**Run 1: cells by drive strength**

Drawn at 3 px/µm.
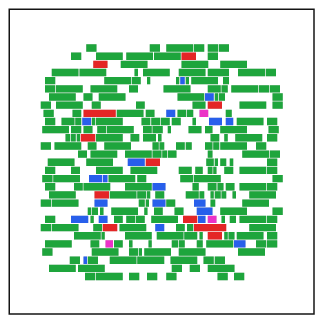
**Run 1: zoomed window**

Region (26, 46) to (76, 96) µm. Cells in grey, sequential cells in the stronger grey; small squares are vias.
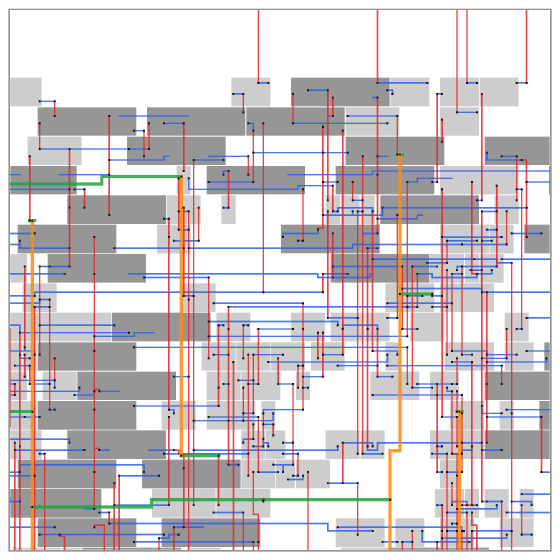
**Run 1: signal metal coverage by tile**

Drawn at 4 px/µm. The die is cut into 20 by 20 equal tiles; dark purple is low, yellow is high, scaled to the fullest tile. Values are wire area over tile area, all layers added.
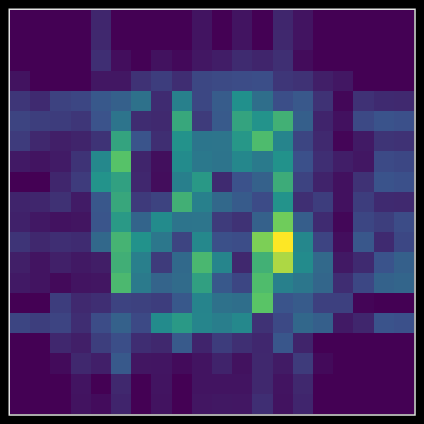
Design crypto_top, sky130hd; sources not shown.
==> results.yml, run 1 <==
# yosys + openroad results
worst_setup_path:
  reg2reg_slack_ns: 1.34
  cp_slowest_cell: "dfrtp_1"
  crit_type: "reg -> reg"
  slowest_delay_ns: 0.45
  reg2regPathDepth: 9
  start_kind: "flip-flop"
  path_cells: "xnor2_1, mux2i_1, o21ai_2, xnor2_1, ha_1, o21ai_0, nor2_1, a221oi_2, mux2_2"
  cp_common_cell: "xnor2_1"
  crit_fanout: 5
final_timing:
  rsz0062_at_grt: "no"
  finalSetupViolations: 0
  setup_ws_ns: 1.34
  drv_slew: 0
  max_freq_ghz: 0.349
  clock_skew_ns: 0.00632
  period_used_pct: 68.2
  period_minus_slack_ns: 2.86
global_route:
  grt_pass1_wl_mm: 9.17
  grtUsageMet3_pct: 3.64
  grt_pass1_vias: 1912
  grt_use_total_pct: 11.6
  grtUsageMet1_pct: 13.4
  busiest_layer: "met2"
  grt_overflow: 0
clocking:
  cts_tree: "yes"
  cts_setup_buffers: 0
  root_buffer: "clkbuf_8"
  cts.path.max_buffers: 2
  htreeDepth: 3
  cts.sink_count: 77
  hold_buffers: 0
  clk_latency_ns: 0.34
  numCtsBuffers: 9
hold_path:
  hold_depth: 0
synth:
  edf_count: 0
  common_cells: "77 x dfrtp_1, 27 x xnor2_1, 19 x nor2_1"
  yosysMostFrequentCell: "dfrtp_1"
  yosysUniqueCellTypes: 35
  syn-num-nets: 252
  synth_area_um2: 3020
  top_cells_by_area: "dfrtp_1 64%, xnor2_1 7.8%, ha_1 3.7%"
  top_area_cell: "dfrtp_1"
  synth-seq-cells: 77
drt:
  antenna_left: 0
  drt-initial-drc-count: 65
  drc: 0
  wl_per_cell_um: 15.2
power_and_ir_drop:
  p_leak_nw: 1.66
  powerDensity_nw_per_um2: 582
final_layout:
  fin_util_pct: 59.1
  antenna_cells: 0
  mi_logic_area_um2: 1000
  drive_gt1_share_pct: 12.2
  final_layout_top_logic_cells: "77 x dfrtp_1, 51 x clkdlybuf4s50_1, 27 x xnor2_1"
  largest_reg_flops: 31
placement:
  place_hpwl_mm: 4.09
  place_ws_ns: 1.34
  placed_cell_area_um2: 3560
outcome:
  outcome: "finished clean"
die:
  chip_area_um2: 10200
  dieHeight_um: 101
run:
  max_cap_violations: 0
  warnings: 26
Back to the opening pictures, 'cells by drive strength':
| colour | size | cells | share |
|---|---|---|---|
| red | x6 and larger | 11 | 4.0% |
| magenta | x3 and x4 | 3 | 1.1% |
| blue | x2 | 20 | 7.2% |
| green | x1 and smaller | 244 | 88% |
synthesis-to-finish area growth: 24.8%
post-route cell area: 3770 µm²

Back to the opening pictures, 'zoomed window':
| colour | layer |
|---|---|
| green | M3 |
| blue | M1 |
| orange | M4 |
| red | M2 |
sequential cells in the window: 28
cells with their middle in the window: 102
most frequent: dfrtp_1 (28), xnor2_1 (13), and2_1 (9)

Back to the opening pictures, 'signal metal coverage by tile':
densest ninth of the die: centre
nearly empty tiles: 23%
mean over tiles: 0.085
DR vias: 1711
Post-Route WL: 5.41 mm

run 1: cells by family after synthesis:
kind of cell,after synthesis,share of synthesized area [%]
buffers and inverters,16,3.10
AND/OR/NAND/NOR,48,8.36
multiplexers,4,1.41
XOR/XNOR,41,12.4
flip-flops,77,63.7
AND-OR/OR-AND,25,6.54
other,1,0.124
adder cells (fa/ha/maj),10,4.39
run 1: through the flow:
step	total power [mW]	hold slack, ns	std cells
after CTS	2.24	0.355	355
after floorplan	1.35	0.331	222
after global routing	2.34	0.362	355
final	2.20	0.352	355
after detailed placement	1.63	0.337	339
after global placement	1.62	0.333	339
run 1: where the power goes:
part	switching, mW	total (mW)	leakage [nW]	internal, mW
combinational	0.308	0.687	0.610	0.379
clock	0.257	0.591	0.110	0.334
sequential	0.0630	0.920	0.935	0.857
run 1: area by class of cell:
class / instances / area share, %
inverters: 4 / 0.398
repair buffers: 52 / 13.7
clock inverters: 6 / 2.32
multi-input cells: 129 / 26.6
flip-flops and latches: 77 / 51.0
clock buffers: 10 / 3.38
well taps: 77 / 2.55
run 1: critical path, delay by kind of cell, from the launching register on:
family,cells,cell delay (ns)
muxes,2,0.64
xor gates and xnor gates,2,0.63
AOI/OAI and AO/OA,3,0.57
DFF,1,0.45
adders and majority gates,1,0.34
and+or+nand+nor,1,0.10
run 1: routing by layer:
metal	wire length (µm)	up-vias
li1	-	813
met4	141	0
met3	339	13
met2	2670	45
met1	2260	840
met5	0	-
==> inputs of run 2 (changes only) <==
--- a/config.mk
+++ b/config.mk
@@ -8,7 +8,7 @@
 export CELL_PAD_IN_SITES_DETAIL_PLACEMENT = 0
 export CELL_PAD_IN_SITES_GLOBAL_PLACEMENT = 1
 export CORE_MARGIN = 10
-export CORE_UTILIZATION = 46
+export CORE_UTILIZATION = 42
 export DETAILED_ROUTE_END_ITERATION = 10
 export PLACE_DENSITY_LB_ADDON = 0.25
 export SYNTH_ARGS = -nofsm -noshare
==> constraint.sdc (replaced) <==
create_clock -name clk -period 2.67 [get_ports clk]
set_input_delay 0.267 -clock clk [delete_from_list [all_inputs] [get_ports clk]]
set_output_delay 0.267 -clock clk [all_outputs]
set_load 0.005 [all_outputs]
**Run 2: signal metal coverage by tile**

Drawn at 4 px/µm. The die is cut into 21 by 21 equal tiles; dark purple is low, yellow is high, scaled to the fullest tile. Values are wire area over tile area, all layers added.
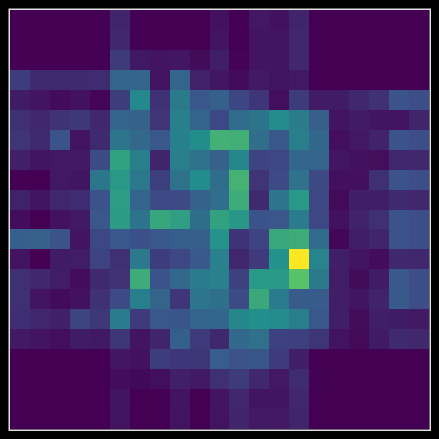
nearly empty tiles: 24%
tiles over half the peak: 5.2%
emptiest ninth of the die: south-west
routed len/inst: 13.5 µm
gr usage total: 9.76%
Post-Route WL: 5.33 mm
DR vias: 1762

==> results.yml, run 2 <==
# yosys + openroad results
run:
  max_cap_violations: 0
  warnings: 26
drt:
  drt-initial-drc-count: 28
  antenna_left: 0
final_layout:
  drive_gt1_share_pct: 21.1
  final_layout_top_logic_cells: "77 x dfrtp_1, 51 x clkdlybuf4s50_1, 23 x xnor2_1"
  stdcell_count: 395
  design_area_um2: 4000
  fin_util_pct: 58.0
  area_growth_pct: 32.4
  antenna_cells: 0
worst_setup_path:
  start_kind: "flip-flop"
  crit_type: "reg -> reg"
  crit_fanout: 4
  reg2reg_slack_ns: 0.09
  reg2regPathDepth: 10
  path_cells: "xnor2_2, ha_1, and2_1, o21ai_1, o21ai_1, xor2_1, ha_1, and3_4, a221oi_2, mux2_4"
outcome:
  outcome: "finished clean"
power_and_ir_drop:
  p_leak_nw: 1.78
  powerDensity_nw_per_um2: 914
clocking:
  hold_buffers: 0
  cts_tree: "yes"
  cts.sink_count: 77
  root_buffer: "clkbuf_8"
  cts.path.max_buffers: 2
  numCtsBuffers: 9
  cts_setup_buffers: 0
synth:
  edf_count: 0
  top_area_cell: "dfrtp_1"
  yosysUniqueCellTypes: 35
  top_cells_by_area: "dfrtp_1 64%, xnor2_1 7.8%, ha_1 3.7%"
  synth-seq-cells: 77
  yosysMostFrequentCell: "dfrtp_1"
  syn-num-nets: 252
  synth_area_um2: 3020
final_timing:
  max_freq_ghz: 0.387
  drv_slew: 0
  period_minus_slack_ns: 2.58
  setup_ws_ns: 0.0858
  finalSetupViolations: 0
  period_used_pct: 96.8
placement:
  placed_cell_area_um2: 3690
  dp.cells: 372
  place_hpwl_mm: 4.06
global_route:
  grt_pass1_vias: 1866
  grt_overflow: 0
die:
  chip_area_um2: 11000
  dieHeight_um: 105
-- run 2: cell counts after synthesis --
Identical to the previous run, type by type.
-- run 2: area by class of cell --
cell class | count | area (µm²)
Clock buffer | 9 | 124
Clock inverter | 7 | 88.8
Fill cell | 600 | 2900
Inverter | 4 | 15.0
Multi-Input combinational cell | 129 | 1050
Sequential cell | 77 | 1930
Tap cell | 96 | 120
Timing Repair Buffer | 73 | 676
-- run 2: kinds of logic (layout without fill, tap and decap cells) --
kind of cell	after synthesis	in the layout	share of synthesized area, %
other	1	1	0.124
AND/OR/NAND/NOR	48	48	8.36
buffers and inverters	16	93	3.10
XOR/XNOR	41	41	12.4
flip-flops	77	77	63.7
multiplexers	4	4	1.41
adder cells (fa/ha/maj)	10	10	4.39
AND-OR/OR-AND	25	25	6.54
-- run 2: worst max-delay path: cells and delay by family (launching register included) --
kind | cells | cell delay, ns
AND/OR/NAND/NOR | 2 | 0.33
multiplexers | 1 | 0.32
AND-OR/OR-AND | 3 | 0.49
XOR/XNOR | 2 | 0.35
adder cells (fa/ha/maj) | 2 | 0.57
flip-flops | 1 | 0.42
-- run 2: metal layers --
| layer | vias up | wire length, µm | track usage [%] |
|---|---|---|---|
| met5 | - | 0 | 0 |
| met4 | 0 | 62 | 4.71 |
| met3 | 8 | 399 | 4.48 |
| met2 | 55 | 2650 | 16.0 |
| met1 | 835 | 2220 | 10.5 |
| li1 | 864 | - | - |
-- run 2: power by group --
part           leakage [nW]  total, mW  internal [mW]  switching [mW]
combinational         0.739       1.33          0.767           0.558
sequential            0.935       1.42           1.35          0.0691
clock                 0.106      0.915          0.455           0.459
Power is estimated from default activity; no workload was simulated.
